File: config.mk
export PLATFORM = sky130hd
export DESIGN_NAME = rata_bus_monitor
export DESIGN_NICKNAME = d
export VERILOG_FILES = /design/src/rtl/rata_bus_monitor.sv
export SDC_FILE = /design/constraint.sdc
export NUM_CORES = 1
export LEC_CHECK = 0
export ABC_AREA = 1
export CAP_MARGIN = 20
export CORE_ASPECT_RATIO = 2
export CORE_MARGIN = 3
export CORE_UTILIZATION = 50
export DETAILED_ROUTE_END_ITERATION = 10
export PLACE_DENSITY_LB_ADDON = 0.12
export SLEW_MARGIN = 10
export SYNTH_ARGS = -nofsm -noshare
export SYNTH_HDL_FRONTEND = slang
export SYNTH_SLANG_ARGS = --single-unit
File: constraint.sdc
create_clock -name clk -period 3.9 [get_ports clk]
set_input_delay 1.17 -clock clk [delete_from_list [all_inputs] [get_ports clk]]
set_output_delay 1.17 -clock clk [all_outputs]
set_load 0.005 [all_outputs]
File: src/rtl/rata_bus_monitor.sv
// rtl/rata_bus_monitor.sv - CPU/DMA write and PC watcher feeding the RATA_B attestation FSM
// Emits held Mod_Mem pulses for LMT/AR writes, an encoded PC class and a saturating LMT write count.
module rata_bus_monitor #(
    parameter int unsigned              ADDR_W   = 16,
    parameter logic [ADDR_W-1:0]        LMT_BASE = 16'h0100,
    parameter logic [ADDR_W-1:0]        LMT_END  = 16'h01FF,
    parameter logic [ADDR_W-1:0]        AR_BASE  = 16'h0200,
    parameter logic [ADDR_W-1:0]        AR_END   = 16'h02FF,
    parameter logic [ADDR_W-1:0]        ATT_BASE = 16'hA000,
    parameter logic [ADDR_W-1:0]        ATT_END  = 16'hAFFF,
    parameter logic [ADDR_W-1:0]        CR_AUTH  = 16'hA800,
    parameter logic [ADDR_W-1:0]        CR_MAX   = 16'hAFFE,
    parameter int unsigned              HOLD     = 2
) (
    input  logic              clk,
    input  logic              rst,
    input  logic [ADDR_W-1:0] cpu_pc,
    input  logic              cpu_wr_en,
    input  logic [ADDR_W-1:0] cpu_addr,
    input  logic              dma_en,
    input  logic              dma_wr,
    input  logic [ADDR_W-1:0] dma_addr,
    output logic              Mod_Mem_LMT,
    output logic              Mod_Mem_AR,
    output logic [1:0]        PC,
    output logic [7:0]        lmt_wr_count
);

    typedef enum logic {IDLE, HOLDING} hold_state_e;

    localparam logic [3:0] HOLD_LD = 4'(HOLD - 1);

    function automatic logic in_rng(input logic [ADDR_W-1:0] a,
                                    input logic [ADDR_W-1:0] lo,
                                    input logic [ADDR_W-1:0] hi);
        return (a >= lo) && (a <= hi);
    endfunction

    logic              cpu_wr_q, dma_wr_q;
    logic [ADDR_W-1:0] cpu_addr_q, dma_addr_q;
    logic              cpu_wr, dma_write;
    logic              cpu_evt, dma_evt;
    logic              lmt_evt, ar_evt;
    logic [1:0]        pc_q, pc_d;
    logic [7:0]        cnt_q, cnt_d;

    // Index 0 drives Mod_Mem_LMT, index 1 drives Mod_Mem_AR.
    hold_state_e       state_q [2];
    hold_state_e       state_d [2];
    logic [3:0]        hcnt_q  [2];
    logic [3:0]        hcnt_d  [2];
    logic              evt     [2];

    assign cpu_wr    = cpu_wr_en;
    assign dma_write = dma_en & dma_wr;

    // A held strobe on an unchanged address is a single event.
    assign cpu_evt = cpu_wr    & (~cpu_wr_q | (cpu_addr != cpu_addr_q));
    assign dma_evt = dma_write & (~dma_wr_q | (dma_addr != dma_addr_q));

    assign lmt_evt = (cpu_evt & in_rng(cpu_addr, LMT_BASE, LMT_END)) |
                     (dma_evt & in_rng(dma_addr, LMT_BASE, LMT_END));
    assign ar_evt  = (cpu_evt & in_rng(cpu_addr, AR_BASE, AR_END)) |
                     (dma_evt & in_rng(dma_addr, AR_BASE, AR_END));

    assign evt[0] = lmt_evt;
    assign evt[1] = ar_evt;

    always_comb begin
        pc_d = 2'b00;
        if (cpu_pc == CR_MAX)
            pc_d = 2'b11;
        else if (cpu_pc == CR_AUTH)
            pc_d = 2'b10;
        else if (in_rng(cpu_pc, ATT_BASE, ATT_END))
            pc_d = 2'b01;
    end

    always_comb begin
        cnt_d = cnt_q;
        if (lmt_evt && (cnt_q != 8'hFF))
            cnt_d = cnt_q + 8'd1;
    end

    always_ff @(posedge clk) begin
        if (rst) begin
            cpu_wr_q   <= 1'b0;
            cpu_addr_q <= '0;
            dma_wr_q   <= 1'b0;
            dma_addr_q <= '0;
            pc_q       <= 2'b00;
            cnt_q      <= 8'h00;
        end else begin
            cpu_wr_q   <= cpu_wr;
            cpu_addr_q <= cpu_addr;
            dma_wr_q   <= dma_write;
            dma_addr_q <= dma_addr;
            pc_q       <= pc_d;
            cnt_q      <= cnt_d;
        end
    end

    always_ff @(posedge clk) begin
        for (int i = 0; i < 2; i++) begin
            if (rst) begin
                state_q[i] <= IDLE;
                hcnt_q[i]  <= 4'd0;
            end else begin
                state_q[i] <= state_d[i];
                hcnt_q[i]  <= hcnt_d[i];
            end
        end
    end

    always_comb begin
        for (int i = 0; i < 2; i++) begin
            state_d[i] = state_q[i];
            hcnt_d[i]  = hcnt_q[i];
            case (state_q[i])
                IDLE: begin
                    if (evt[i]) begin
                        state_d[i] = HOLDING;
                        hcnt_d[i]  = HOLD_LD;
                    end
                end
                HOLDING: begin
                    if (evt[i])
                        hcnt_d[i] = HOLD_LD;
                    else if (hcnt_q[i] == 4'd0)
                        state_d[i] = IDLE;
                    else
                        hcnt_d[i] = hcnt_q[i] - 4'd1;
                end
                default: begin
                    state_d[i] = IDLE;
                    hcnt_d[i]  = 4'd0;
                end
            endcase
        end
    end

    always_comb begin
        Mod_Mem_LMT = (state_q[0] == HOLDING);
        Mod_Mem_AR  = (state_q[1] == HOLDING);
    end

    assign PC           = pc_q;
    assign lmt_wr_count = cnt_q;

endmodule

M1 wires:
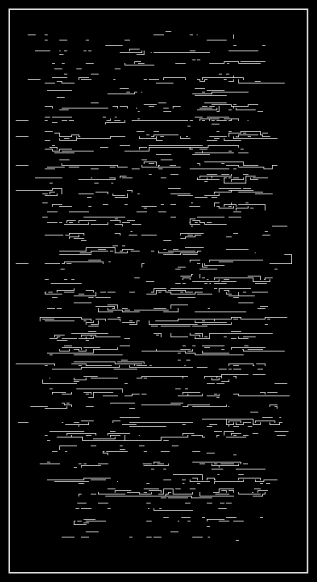
wire length on this layer: 1960 um
nets with wire on the layer: 427
main direction: horizontal

The metal 2 layer:
Bar = 20 um. Cells faint in the background.
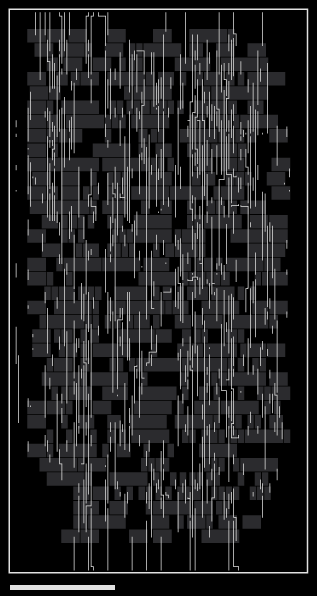
main direction: vertical
wire length on this layer: 2770 um
nets with wire on the layer: 393
longest straight run: 32.6 um
share of all routed wire: 54%

Metal 3:
Bar = 20 um.
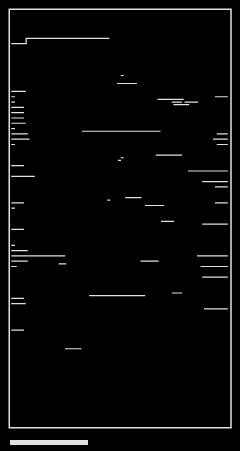
main direction: horizontal
nets with wire on the layer: 49
share of all routed wire: 4.9%
wire length on this layer: 252 um
longest straight run: 21.2 um

The metal 4 layer:
Cells faint in the background.
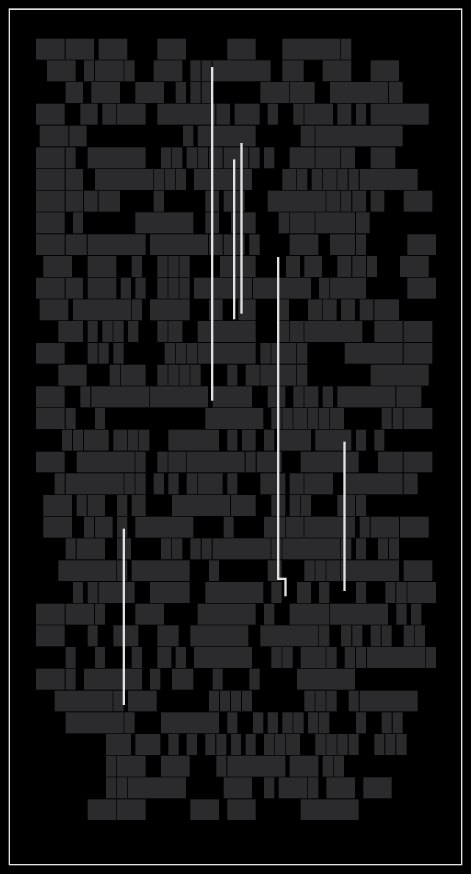
nets with wire on the layer: 6
share of all routed wire: 3.2%
wire length on this layer: 166 um
longest straight run: 41.5 um

Track usage over the die:
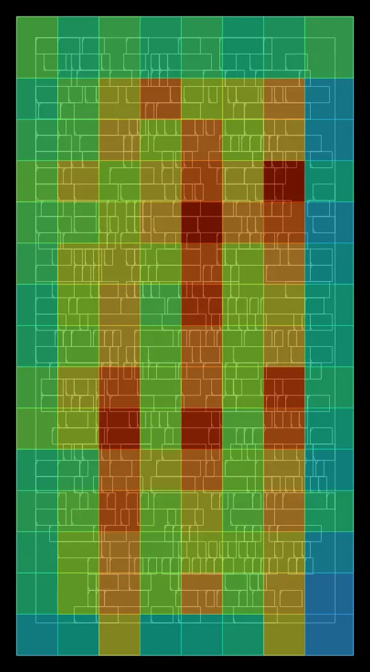
M1 GR Usage: 19.21%
post-layout util: 67.86%
Routed WL per cell: 10.73 um
met2 GRT Util: 34.69%

-- synth_stat cells --
cell	instances	share of area, %
nand2_1	73	11
nor2_1	66	9.7
inv_1	58	8.6
dfxtp_1	54	42
nand3_1	18	3.5
xor2_1	13	4.5
o21ai_0	9	1.8
a21oi_1	8	1.6
xnor2_1	8	2.8
nand4_1	6	1.5
o21ai_1	5	0.98
inv_2	4	0.59
nor3_1	4	0.79
nor4_1	4	0.98
buf_6	3	1.3
clkbuf_1	3	0.44
ha_1	3	1.5
a21boi_0	2	0.59
nand2_2	2	0.49
nand3_2	2	0.79
a21oi_2	1	0.34
and3_1	1	0.25
nand2_4	1	0.44
nand3_4	1	0.69
nand3b_1	1	0.30
nor3_2	1	0.39
nor3b_1	1	0.30
nor4_2	1	0.49
nor4b_1	1	0.34
o21ai_2	1	0.34
or2_2	1	0.25
or4_1	1	0.30
-- final cells by class --
cell class	count	area (um^2)	share of cell area (%)
clock buffers	6	82.58	2.478
clock inverters	1	30.03	0.9012
inverters	62	232.7	6.985
multi-input cells	235	1186	35.60
flip-flops and latches	54	1081	32.44
well taps	57	71.32	2.140
repair buffers	65	648.1	19.45
-- logic make-up after synthesis --
family,count (synthesis),share of synthesized area [%]
and+or+nand+nor,185,32.30
buffers and inverters,68,10.91
DFF,54,42.48
AOI/OAI and AO/OA,26,5.604
xor gates and xnor gates,21,7.227
adders and majority gates,3,1.475
-- stage by stage --
stage | std cells | total power, mW | util, % | hold WS [ns] | setup slack (ns)
2_1_floorplan | 357 | 0.6530 | - | 0.4825 | 1.730
3_3_place_gp | 473 | 0.7225 | 65.57 | 0.4858 | 1.068
3_5_place_dp | 473 | 0.7256 | 65.57 | 0.4983 | 1.038
4_1_cts | 480 | 1.104 | 67.86 | 0.5119 | 1.312
5_1_grt | 480 | 1.143 | 67.86 | 0.5336 | 1.115
6_report | 480 | 1.094 | 67.86 | 0.5119 | 1.326
-- state kept, by name, indices dropped and copies added, names as in the netlist --
register	count
lmt_wr_count	8
PC	2
dma_addr_q	16
hcnt_q	8
dma_wr_q	1
cpu_addr_q	16
cpu_wr_q	1
state_q	2
-- tightest hold or removal path: cells and delay by family (launching register included) --
family          cells  cell delay (ns)
simple gates        1             0.07
flops               1             0.35
compound gates      1             0.05
-- routing by layer --
metal,up-vias,GRT usage (%)
met5,-,0
met4,0,9.847
met2,65,34.69
met3,14,4.096
met1,1033,19.21
li1,1224,-
-- report_power, final --
group          leakage [nW]  switching, mW  internal [mW]
Clock                0.0573          0.177          0.206
Sequential            0.444        0.00793          0.570
Combinational          1.01         0.0593         0.0741
-- final timing paths --
| kind | endpoint | slack (ns) | from | cells past startpoint |
|---|---|---|---|---|
| min reg2reg | lmt_wr_count[1] | 0.51 | lmt_wr_count[1] | 2 |
| max | lmt_wr_count[3] | 1.33 | cpu_addr[8] | 13 |
| min | lmt_wr_count[1] | 0.51 | lmt_wr_count[1] | 2 |
| max reg2reg | lmt_wr_count[3] | 2.22 | lmt_wr_count[0] | 7 |
==> flow_metrics.py <==
# Synthesis and PnR figures
metrics = {
    "status": {
        "status": "complete, no violations",
    },
    "final_layout": {
        "drive_above_1_share_pct": 5.437,
        "area_growth_pct": 30.92,
        "n_antenna_cell": 0,
        "n_fill_cell": 443,
        "lay_top_count": "nand2_1",
        "final_area_mm2": 0.003332,
        "final_cell_mix": "nand2_1 (73), nor2_1 (66), clkdlybuf4s50_1 (64)",
        "finalNetCount": 479,
    },
    "cts": {
        "cts_buffers": 5,
        "cts_sinks": 54,
        "root_buffer": "clkbuf_8",
        "postCtsResizedCells": 0,
        "post_cts_buffers": 0,
        "insertion_delay_ns": 0.31,
        "htree_num_levels": 2,
        "cts_hold_buf": 0,
        "cts_buffer_depth": 2,
        "cts_tree": "done",
        "clkTransAtPathRegs_ns": 0.09,
    },
    "die": {
        "ioPinCount": 65,
        "fp_util_pct": 51.83,
        "rows": 36,
        "die_w_um": 56.45,
        "die_y_um": 106.9,
        "fp.coreArea_mm2": 0.004910,
        "dieArea_mm2": 0.006034,
    },
    "critical_path": {
        "critPathArrivalTime_ns": 2.81,
        "path_max_fanout": 12,
        "worstPathRequired_ns": 4.14,
        "path_cells": "clkdlybuf4s50_1 -> inv_2 -> nand2_1 -> nand2_1 -> nor2_1 -> nand2_1 -> nor2_1 -> nand2_1 -> nand3_2 -> nand2_4 -> nand2_2 -> nand2_1 -> a21oi_1",
        "critPathKind": "in -> reg",
        "startpoint_type": "input pin",
        "slowest_delay_ns": 0.53,
        "crit_family": "simple AND/OR/NAND/NOR gates",
        "crit_top_cell": "nand2_1",
        "cp_slowest_cell": "clkdlybuf4s50_1",
        "crit_path_end_kind": "flip-flop",
        "critical_path_buf_inv_count": 2,
    },
    "yosys": {
        "yosys_warnings": 0,
        "synth_seq_share_pct": 42.48,
        "ys_cells": 357,
        "syn_area_per_cell_um2": 7.129,
        "syn_area_mm2": 0.002545,
        "ys_area_mm2": 0.002545,
        "synthCells": 357,
        "yosysUniqueCellTypes": 32,
        "syn-num-nets": 413,
        "synth-seq-cells": 54,
    },
    "detailed_routing": {
        "drc": 0,
        "wl_met3_um": 252,
        "num_vias": 2336,
        "met1Wirelength_um": 1963,
        "wl_um": 5149,
        "maxUsedRoutingLayer": "met4",
        "drtIter0Drc": 78,
        "dr.pass1.iters": 4,
        "vias_per_cell": 4.867,
        "drtAntennaViolNets": 0,
        "met2_length_um": 2767,
    },
    "sta": {
        "worst_slew_pin_slew_ns": 0.5002,
        "grt_setup_unrepaired": "no",
        "finalSetupViolCount": 0,
        "max_slew_margin_pct": 66.65,
        "clock.fmax_ghz": 0.3884,
        "finalCritPeriodShare_pct": 66.01,
        "finalMaxSlewViolations": 0,
        "finalHoldViolations": 0,
        "fin_crit_ns": 2.574,
        "final.setup_skew_ns": 0.005504,
        "finalSetupTns_ns": 0,
    },
    "placement": {
        "portBuffers": 64,
        "dpl.hpwl_um": 4020,
        "gp_congestion": 0.8105,
        "dpl_cell_area_mm2": 0.003219,
    },
    "grt": {
        "grt_usage_pct": 18.87,
        "grt_pass1_wl_um": 9252,
        "overflow": 0,
        "first_global_vias": 2329,
        "antenna_found_initial": 0,
        "grt_start_max_net_pins": 48,
    },
    "job": {
        "tool_warnings": 26,
        "cap_violations": 0,
    },
    "pwr": {
        "p_leak_nw": 1.516,
        "power.density_mw_per_mm2": 328.3,
        "ir_drop_v": 0.0002982,
    },
    "worst_hold_path": {
        "hold_path.class": "reg -> reg",
    },
}
Power and IR drop assume default switching activity.
